### src/rtl/fp_mul_pkg.sv
`default_nettype none
// ---------------------------------------------------------------------------
// fp_mul_pkg : shared constants and stage-1 payload for the FP multiplier
// Rev 1.0
// ---------------------------------------------------------------------------
package fp_mul_pkg;

    localparam int          MANT_W  = 24;
    localparam int          EXP_W   = 10;
    localparam int          BIAS    = 127;
    localparam int          EXP_MAX = 255;
    localparam logic [31:0] QNAN    = 32'h7FC0_0000;

    // Normalized significand plus rounding bits, carried from stage 1 to stage 2
    typedef struct packed {
        logic              sign;
        logic [EXP_W:0]    exp1;
        logic [MANT_W-1:0] mant;
        logic              g;
        logic              r;
        logic              s;
        logic              nan;
        logic              inf;
        logic              zero;
    } s1_payload_t;

endpackage
`default_nettype wire

### src/rtl/fp_mul_norm_round_rne_round.sv
`default_nettype none
// ---------------------------------------------------------------------------
// rne_round : round-to-nearest-even increment of a significand (combinational)
// Rev 1.0
// ---------------------------------------------------------------------------
module rne_round #(
    parameter int MANT_W = 24
) (
    input  logic [MANT_W-1:0] mant,
    input  logic              g,
    input  logic              r,
    input  logic              s,
    output logic [MANT_W:0]   m25,
    output logic              inexact
);

    logic up;

    // Ties (g set, r and s clear) round toward the even significand
    assign up      = g & (r | s | mant[0]);
    assign m25     = {1'b0, mant} + {{MANT_W{1'b0}}, up};
    assign inexact = g | r | s;

endmodule
`default_nettype wire

### src/rtl/fp_mul_norm_round.sv
`default_nettype none
// ---------------------------------------------------------------------------
// fp_mul_norm_round : normalize, RNE round, range check and binary32 pack
// Rev 1.0
// ---------------------------------------------------------------------------
module fp_mul_norm_round #(
    parameter int MANT_W = fp_mul_pkg::MANT_W,
    parameter int EXP_W  = fp_mul_pkg::EXP_W,
    parameter int BIAS   = fp_mul_pkg::BIAS
) (
    input  logic                  clk,
    input  logic                  rst_n,
    input  logic                  in_valid,
    output logic                  in_ready,
    input  logic                  in_sign,
    input  logic [EXP_W-1:0]      in_exp,
    input  logic [2*MANT_W-1:0]   in_prod,
    input  logic                  in_nan,
    input  logic                  in_inf,
    input  logic                  in_zero,
    output logic                  out_valid,
    input  logic                  out_ready,
    output logic [31:0]           out_result,
    output logic                  out_ovf,
    output logic                  out_unf,
    output logic                  out_inexact
);

    import fp_mul_pkg::*;

    localparam logic [EXP_W:0] EXP_LIM = (EXP_W+1)'(2*BIAS + 1);

    logic        s1_valid;
    logic        s2_valid;
    logic        adv1;
    logic        adv2;
    s1_payload_t s1;
    s1_payload_t s1_next;
    logic        n;

    assign adv2     = !s2_valid || out_ready;
    assign adv1     = !s1_valid || adv2;
    assign in_ready = adv1;
    assign n        = in_prod[2*MANT_W-1];

    // Stage 1: pick the 24 significant bits and the guard/round/sticky below them
    always_comb begin
        s1_next      = '0;
        s1_next.sign = in_sign;
        s1_next.nan  = in_nan;
        s1_next.inf  = in_inf;
        s1_next.zero = in_zero;
        s1_next.exp1 = {in_exp[EXP_W-1], in_exp} + (EXP_W+1)'(n);
        if (n) begin
            s1_next.mant = in_prod[2*MANT_W-1 -: MANT_W];
            s1_next.g    = in_prod[MANT_W-1];
            s1_next.r    = in_prod[MANT_W-2];
            s1_next.s    = |in_prod[MANT_W-3:0];
        end else begin
            s1_next.mant = in_prod[2*MANT_W-2 -: MANT_W];
            s1_next.g    = in_prod[MANT_W-2];
            s1_next.r    = in_prod[MANT_W-3];
            s1_next.s    = |in_prod[MANT_W-4:0];
        end
    end

    always_ff @(posedge clk or negedge rst_n) begin
        if (!rst_n) begin
            s1_valid <= 1'b0;
            s1       <= '0;
        end else if (adv1) begin
            s1_valid <= in_valid;
            if (in_valid) begin
                s1 <= s1_next;
            end
        end
    end

    logic [MANT_W:0]   m25;
    logic              rnd_inexact;
    logic [EXP_W:0]    exp2;
    logic [MANT_W-2:0] frac;
    logic [31:0]       res_next;
    logic              ovf_next;
    logic              unf_next;
    logic              inx_next;

    rne_round #(
        .MANT_W (MANT_W)
    ) u_rne_round (
        .mant    (s1.mant),
        .g       (s1.g),
        .r       (s1.r),
        .s       (s1.s),
        .m25     (m25),
        .inexact (rnd_inexact)
    );

    // A rounding carry-out leaves 1.000..0, so only the exponent moves;
    // a clear hidden bit without carry cannot occur for normal operands.
    assign exp2 = s1.exp1 + (EXP_W+1)'(m25[MANT_W]);
    assign frac = (m25[MANT_W] || !m25[MANT_W-1]) ? '0 : m25[MANT_W-2:0];

    always_comb begin
        res_next = {s1.sign, exp2[7:0], frac};
        ovf_next = 1'b0;
        unf_next = 1'b0;
        inx_next = rnd_inexact;
        if (s1.nan) begin
            res_next = QNAN;
            inx_next = 1'b0;
        end else if (s1.inf) begin
            res_next = {s1.sign, 8'hFF, 23'h0};
            inx_next = 1'b0;
        end else if (s1.zero) begin
            res_next = {s1.sign, 31'h0};
            inx_next = 1'b0;
        end else if (!exp2[EXP_W] && (exp2 >= EXP_LIM)) begin
            res_next = {s1.sign, 8'hFF, 23'h0};
            ovf_next = 1'b1;
            inx_next = 1'b1;
        end else if (exp2[EXP_W] || (exp2 == '0)) begin
            res_next = {s1.sign, 31'h0};
            unf_next = 1'b1;
            inx_next = 1'b1;
        end
    end

    always_ff @(posedge clk or negedge rst_n) begin
        if (!rst_n) begin
            s2_valid    <= 1'b0;
            out_result  <= '0;
            out_ovf     <= 1'b0;
            out_unf     <= 1'b0;
            out_inexact <= 1'b0;
        end else if (adv2) begin
            s2_valid <= s1_valid;
            if (s1_valid) begin
                out_result  <= res_next;
                out_ovf     <= ovf_next;
                out_unf     <= unf_next;
                out_inexact <= inx_next;
            end
        end
    end

    assign out_valid = s2_valid;

endmodule
`default_nettype wire

### config.mk
export PLATFORM = sky130hd
export DESIGN_NAME = fp_mul_norm_round
export DESIGN_NICKNAME = d
export VERILOG_FILES = /design/src/rtl/fp_mul_pkg.sv /design/src/rtl/fp_mul_norm_round_rne_round.sv /design/src/rtl/fp_mul_norm_round.sv
export SDC_FILE = /design/constraint.sdc
export NUM_CORES = 1
export LEC_CHECK = 0
export ABC_AREA = 1
export CORE_ASPECT_RATIO = 1.5
export CORE_MARGIN = 1.5
export CORE_UTILIZATION = 36
export CTS_CLUSTER_DIAMETER = 50
export CTS_CLUSTER_SIZE = 14
export DETAILED_ROUTE_END_ITERATION = 16
export PLACE_DENSITY = 0.68
export SYNTH_ARGS = -nofsm -noshare
export SYNTH_HDL_FRONTEND = slang
export SYNTH_HIERARCHICAL = 1
export SYNTH_SLANG_ARGS = --single-unit
### constraint.sdc
create_clock -name clk -period 6.7 [get_ports clk]
set_input_delay 1.34 -clock clk [delete_from_list [all_inputs] [get_ports clk]]
set_output_delay 1.34 -clock clk [all_outputs]
set_load 0.005 [all_outputs]
==> run_1/class_map.png <==
The bar under the picture is 20 um long. Fill, decap, tap and diode cells in gray.
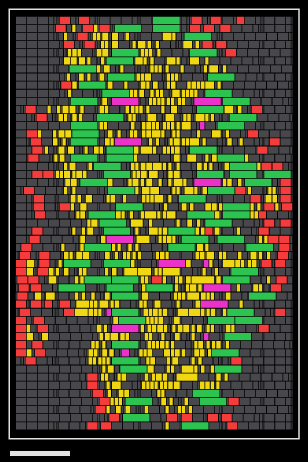
color	class	cells
green	registers	79
magenta	clock drivers and dummy loads	14
yellow	remaining logic cells	555
red	remaining buffers and delay cells	105

==> run_1/placed.png <==
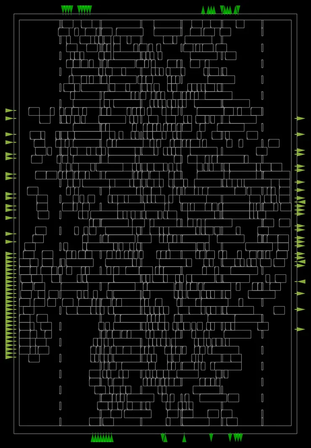
sequential cell area share: 32.3%
core area: 12900 um2
Rows: 51

==> flow_metrics.env, run 1 <==
# source this file to load flow results
export IMPL_cts_buffers=9
export IMPL_instances_no_fill=912
export IMPL_max_slew_margin_pct=35.3
export IMPL_worstReg2RegStart="s1[5]"
export IMPL_async_reset_ff_share_pct=100
export IMPL_path_max_fanout=3
export IMPL_largest_reg_flops=42
export IMPL_numClockSinks=79
export IMPL_p_comb_w=0.000355
export IMPL_n_antenna_cell=0
export IMPL_fin_ws_ns=2.89
export IMPL_synth_area_yosys_um2=4740
export IMPL_track_usage_pct=16.1
export IMPL_dpl_hpwl_mm=8.34
export IMPL_crit_end="in_ready"
export IMPL_dpl_cell_area_um2=5870
export IMPL_numSynthFlops=79
export IMPL_required_ns=5.36
export IMPL_power_density_nw_per_um2=226
export IMPL_fa_ha_area_share_pct=1.32
export IMPL_routedWlPerCell_um=11.7
export IMPL_xor_area_share_pct=3.12
export IMPL_setup_viol=0
export IMPL_synth_area_per_cell_um2=7.22
export IMPL_syn_cell_area_um2=4740
export IMPL_start_kind="input port"
export IMPL_worst_slew_pin_transition_ns=0.971
export IMPL_io_buffers=102
export IMPL_p_sw_w=0.000430
export IMPL_synth_nets=727
export IMPL_ctsHtreeMaxLevel=3
export IMPL_hold_class="register to register"
export IMPL_ys_sh_simple_pct=34.9
export IMPL_die_w_um=96.7
export IMPL_powerSeq_w=0.000612
export IMPL_whs_path_depth=2
export IMPL_worst_path_stages=4
export IMPL_worstSetupEndpointType="output pin"
export IMPL_ant_nets=0
export IMPL_flop_cell="dfrtp_1"
export IMPL_ys_sh_aoi_pct=11.5
export IMPL_fin_crit_ns=3.81
export IMPL_dieArea_um2=13900
export IMPL_drive_above_1_share_pct=9.30
export IMPL_antenna_found_initial=0
export IMPL_synth_logic_top_family="simple AND/OR/NAND/NOR gates"
export IMPL_combinationalPowerShare_pct=25.6
export IMPL_ys_cells=656
export IMPL_cp_common_cell="clkdlybuf4s50_1"
export IMPL_cp_num_buf_inv=3
export IMPL_dp_cells=898
export IMPL_top_power_group="sequential cells"
export IMPL_ys_seq_share_pct=41.7
export IMPL_routabilityCongestion=0.899
export IMPL_utilization_pct=47.5
export IMPL_dr_pass1_iters=4
export IMPL_grt_max_degree=80
export IMPL_fin_area_um2=6120
export IMPL_postCtsSetupBuffers=0
export IMPL_yosys_warnings=6
export IMPL_path_class="input port to output pin"
export IMPL_cp_cell_sequence="clkdlybuf4s50_1, inv_1, nand3_1, clkdlybuf4s50_1"
export IMPL_rsz0062_at_grt="false"
export IMPL_edf_count=0
export IMPL_max_stage_delay_ns=0.51
export IMPL_hold_violations=0
export IMPL_ys_types=41
export IMPL_tns_ns=0
export IMPL_p_sw_share_pct=31.0
export IMPL_arrival_ns=2.47
export IMPL_cts_resized=0
export IMPL_clk_path_buf_depth=2
export IMPL_skew_ns=0.00687
export IMPL_critPathLaunch="out_ready"
export IMPL_grt_pass1_vias=4092
export IMPL_vdd_drop_max_uv=99.2
export IMPL_p_clk_w=0.000419
export IMPL_hold_buffers=0
export IMPL_overflow=0
export IMPL_slew_viol_final=0
export IMPL_hp_start="out_result[16]"
export IMPL_top_area_share_pct=41.7
export IMPL_fin_crit_sh_pct=56.8
export IMPL_top_cells_by_area="dfrtp_1 (42%), nand2_1 (17%), nor2_1 (5.5%)"
export IMPL_cts_tree="yes"
export IMPL_synthMuxAreaShare_pct=0
export IMPL_drtIter0Drc=159
export IMPL_critPathTopFamily="buffers and inverters"
export IMPL_yosysTopAreaCell="dfrtp_1"
export IMPL_io_pins=103
export IMPL_p_total_w=0.00139
export IMPL_grt_pass1_wl_mm=18.3
export IMPL_place_ws_ns=2.90
export IMPL_worst_r2r_endpoint="out_inexact"
export IMPL_fmax_mhz=263
export IMPL_status="finished, final reports clean"
export IMPL_clk_latency_ns=0.33
==> run_1/m4.png <==
The bar under the picture is 20 um long.
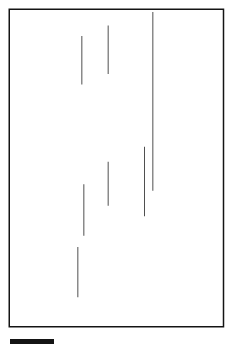
longest straight run	80.9 um
nets with wire on the layer	6
wire length on this layer	221 um
share of all routed wire	2.1%
vias: 4240
final WL: 10.6 mm

[run 1: layout make-up]
cell class | instances | area (um2)
tap | 159 | 199
timing repair buffer | 105 | 1040
multi-input combinational | 490 | 2410
clock inverter | 5 | 27.5
inverter | 65 | 244
fill | 1327 | 6770
sequential | 79 | 1980
clock buffer | 9 | 225
[run 1: synthesized netlist by cell type (4+ instances only)]
library cell and number:
nand3_1 35, a31oi_1 12, nor4_1 5, nor2_2 8
dfrtp_1 79, ha_1 5, nor2_1 70, nand2_1 213
inv_1 61, o21ai_1 4, xor2_1 8, nand3b_1 4
nor2_4 4, clkbuf_1 14, or2_2 12, a21oi_1 11
nand2_2 9, nand4_1 5, xnor2_1 7, o21ai_0 52
o21ai_2 10
[run 1: cell usage in the layout (no fill, tap or decap), types with 5 or more instances in the layout]
master / Yosys / final
a21oi_1: 11 / 11
a31oi_1: 12 / 12
clkbuf_16: 0 / 9
clkdlybuf4s50_1: 0 / 101
dfrtp_1: 79 / 79
ha_1: 5 / 5
inv_1: 61 / 61
nand2_1: 213 / 213
nand2_2: 9 / 9
nand3_1: 35 / 35
nand4_1: 5 / 5
nor2_1: 70 / 70
nor2_2: 8 / 8
nor4_1: 5 / 5
o21ai_0: 52 / 52
o21ai_2: 10 / 10
or2_2: 12 / 12
xnor2_1: 7 / 7
xor2_1: 8 / 8
[run 1: routing by layer]
| metal | track usage, % | vias to the layer above | wire [um] | part of all wire (%) |
|---|---|---|---|---|
| li1 | - | 2273 | - | - |
| met1 | 19.7 | 1846 | 5000 | 47 |
| met5 | 0 | - | 0 | 0 |
| met2 | 26.9 | 105 | 4960 | 47 |
| met4 | 8.47 | 0 | 221 | 2.1 |
| met3 | 2.92 | 16 | 453 | 4.3 |
## Run 2: what changed since run 1
- clock period: 6.7 -> 3.8 ns (I/O delays scaled with it)
==> run_2/gates.png <==
The bar under the picture is 20 um long.
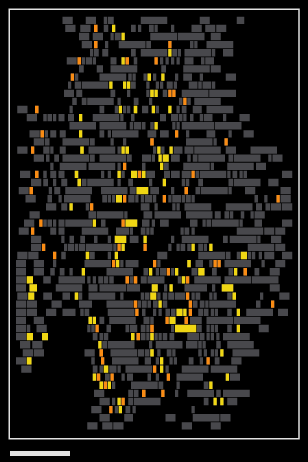
color	family	cells
yellow	nor cells	91
orange	inv cells	65
combinational share of cell area: 39.1%
most numerous logic cell after layout: nand2_1
post-route insts no fill: 914

==> run_2/placed.png <==
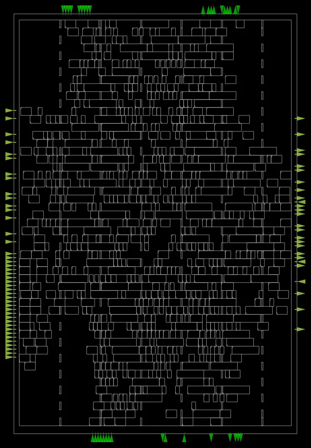
sequential cell area share: 32.1%
Fill cells: 1335

==> run_2/m4.png <==
The bar under the picture is 20 um long.
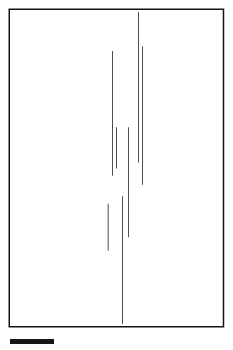
nets with wire on the layer	7
share of all routed wire	3.0%
main direction	vertical
longest straight run	68.0 um
wire length on this layer	334 um

==> run 2 against run 1 <==
Final area grew 0.57%. Clock-buffer cell count up 2. Global-route usage is 0.80 points higher. Non-clock buffer count increased by 1. Sequential share of layout area is 0.18 points lower. Setup slack got worse by 2.3 ns. Wire length up 5.0%. Register-to-register slack lost 2.7 ns. Largest cell class unchanged. Highest routed layer unchanged.
==> flow_metrics.env, run 2 <==
# source this file to load flow results
export IMPL_grt_pass1_vias=4139
export IMPL_synth_nets=727
export IMPL_min_to="out_result[14]"
export IMPL_yosysMostFrequentCell="nand2_1"
export IMPL_skew_ns=0.00611
export IMPL_yosys_warnings=6
export IMPL_fin_crit_ns=3.25
export IMPL_cts_tree="yes"
export IMPL_whs_ns=0.479
export IMPL_warning_count=27
export IMPL_worst_slew_pin_transition_ns=0.973
export IMPL_worstReg2RegStart="s1[5]"
export IMPL_status="finished, final reports clean"
export IMPL_worst_r2r_endpoint="out_inexact"
export IMPL_cts_buffers=9
export IMPL_track_usage_pct=16.8
export IMPL_ys_seq_share_pct=41.7
export IMPL_syn_cell_area_um2=4740
export IMPL_netlist_top_cells_count="nand2_1 (213), dfrtp_1 (79), nor2_1 (70), inv_1 (61), o21ai_0 (52)"
export IMPL_fin_crit_sh_pct=85.6
export IMPL_async_reset_ff_share_pct=100
export IMPL_slew_viol_final=0
export IMPL_routedWlPerCell_um=12.2
export IMPL_row_count=51
export IMPL_dr_pass1_iters=4
export IMPL_reg2reg_setup_slack_ns=0.55
export IMPL_p_leak_nw=2.76
export IMPL_clk_pin_slew_ns=0.06
export IMPL_critical_path_slowest_cell="dfrtp_1"
export IMPL_design_core_area_um2=12900
export IMPL_vias_per_cell=4.71
export IMPL_path_max_fanout=19
export IMPL_regArea_um2=1980
export IMPL_max_cap_violations=0
export IMPL_hold_violations=0
export IMPL_power_density_nw_per_um2=413
export IMPL_grt_pass1_wl_mm=19.1
export IMPL_ctsHtreeMaxLevel=3
export IMPL_finalNetCount=822
export IMPL_dieArea_um2=13900
export IMPL_path_class="register to register"
export IMPL_setup_viol=0
export IMPL_synth_area_per_cell_um2=7.22
export IMPL_rsz0062_at_grt="false"
export IMPL_grt_max_degree=80
export IMPL_required_ns=4.02
export IMPL_dp_cells=899
export IMPL_overflow=0
export IMPL_routabilityCongestion=0.899
export IMPL_numClockSinks=79
export IMPL_hp_start="out_result[14]"
export IMPL_dpl_hpwl_mm=8.80
export IMPL_flop_cell="dfrtp_1"
export IMPL_worstSetupEndpointType="register"
export IMPL_start_kind="register"
export IMPL_max_stage_delay_ns=0.37
export IMPL_ys_types=41
export IMPL_synth_area_yosys_um2=4740
export IMPL_fin_ws_ns=0.548
export IMPL_cts_root_buf="clkbuf_16"
export IMPL_fp_utilization_pct=36.8
export IMPL_critPathTopFamily="simple AND/OR/NAND/NOR gates"
export IMPL_tns_ns=0
export IMPL_max_slew_margin_pct=35.1
export IMPL_final_cell_mix="nand2_1 (213), clkdlybuf4s50_1 (101), dfrtp_1 (79)"
export IMPL_vias=4304
export IMPL_antenna_found_initial=0
export IMPL_ant_nets=0
export IMPL_largest_reg_flops=42
export IMPL_fin_area_um2=6160
export IMPL_postSynthCellCount=656
export IMPL_vdd_drop_max_uv=190
export IMPL_wl_mm=11.2
export IMPL_drtIter0Drc=126
export IMPL_clk_path_buf_depth=2
export IMPL_n_antenna_cell=0
export IMPL_numSynthFlops=79
export IMPL_fmax_mhz=307
export IMPL_r2r_cells=21
export IMPL_cp_cell_sequence="nand2_1, inv_1, ha_1, nand2_1, nor2_4, nand2_2, nor2_4, nand3_1, nor2_1, ha_1, nand2_2, nor2_2, nand3_1, nand2_1, nand2_2, nand2_4, nor2_8, nand2_4, nand4_4, nor2_1, o21bai_1"
export IMPL_drc=0
export IMPL_edf_count=0
export IMPL_dpl_cell_area_um2=5880
export IMPL_top_cells_by_area="dfrtp_1 (42%), nand2_1 (17%), nor2_1 (5.5%)"
export IMPL_die_y_um=144
export IMPL_cp_num_buf_inv=1
export IMPL_io_buffers=102
export IMPL_postCtsSetupBuffers=0
export IMPL_drive_above_1_share_pct=9.27
export IMPL_logic_area_um2=2410
export IMPL_arrival_ns=3.47
export IMPL_yosysTopAreaCell="dfrtp_1"
export IMPL_syn_to_final_growth_pct=30.0
export IMPL_clk_latency_ns=0.33
export IMPL_hold_class="register to register"
export IMPL_io_pins=103
export IMPL_cts_resized=0
export IMPL_die_w_um=96.7
export IMPL_ys_cells=656
export IMPL_place_ws_ns=0.521
export IMPL_hold_buffers=0
export IMPL_top_regs="s1 x42, out_result x32"
export IMPL_whs_path_depth=2
export IMPL_largest_register="s1"
export IMPL_top_area_share_pct=41.7
==> run 2: through the flow <==
stage	total power, W	utilization, %
floorplan	0.00145	-
global placement	0.00173	45.6
detailed placement	0.00175	45.6
CTS	0.00257	47.8
global route	0.00270	47.8
finish	0.00254	47.8
==> run 2: logic make-up (layout without fill, tap and decap cells) <==
kind of cell	count (synthesis)	in the layout	share of synthesized area (%)
buffers and inverters	87	186	7.42
flip-flops	79	79	41.7
XOR/XNOR	16	16	3.12
AND/OR/NAND/NOR	374	374	34.9
AND-OR/OR-AND	95	95	11.5
adder cells (fa/ha/maj)	5	5	1.32
==> run 2: power breakdown <==
group          internal, W  switching [W]
sequential        0.000961       0.000122
combinational     0.000298       0.000344
clock             0.000503       0.000316
total              0.00176       0.000782
==> run 2: how the worst max path moves through the flow <==
stage / start / endpoint / slack, ns / cells after the start
after global placement: s1[6] / out_inexact / 0.66 / 21
after CTS: s1[5] / out_inexact / 0.52 / 21
after detailed placement: s1[5] / out_inexact / 0.52 / 21
final: s1[5] / out_inexact / 0.55 / 21
after floorplan: s1[6] / out_result[10] / 1.04 / 20
after global routing: s1[6] / out_inexact / 0.09 / 21
==> run 2: area by class of cell <==
| cell class | instances | share of cell area (%) |
|---|---|---|
| Multi-Input combinational cell | 490 | 39.1 |
| Sequential cell | 79 | 32.1 |
| Timing Repair Buffer | 106 | 17.0 |
| Inverter | 65 | 3.96 |
| Clock buffer | 11 | 3.78 |
| Tap cell | 159 | 3.23 |
| Clock inverter | 4 | 0.772 |
==> run 2: layer usage <==
layer  track usage (%)  part of all wire (%)  vias up  wire length [um]
li1                  -                     -     2275                 -
met1              20.7                    45     1912              5050
met2              29.0                    48      102              5370
met3              2.77                   3.8       15               423
met4              7.78                   3.0        0               333
met5                 0                     0        -                 0
No activity file was given, so power comes from the tool's default toggle rates.
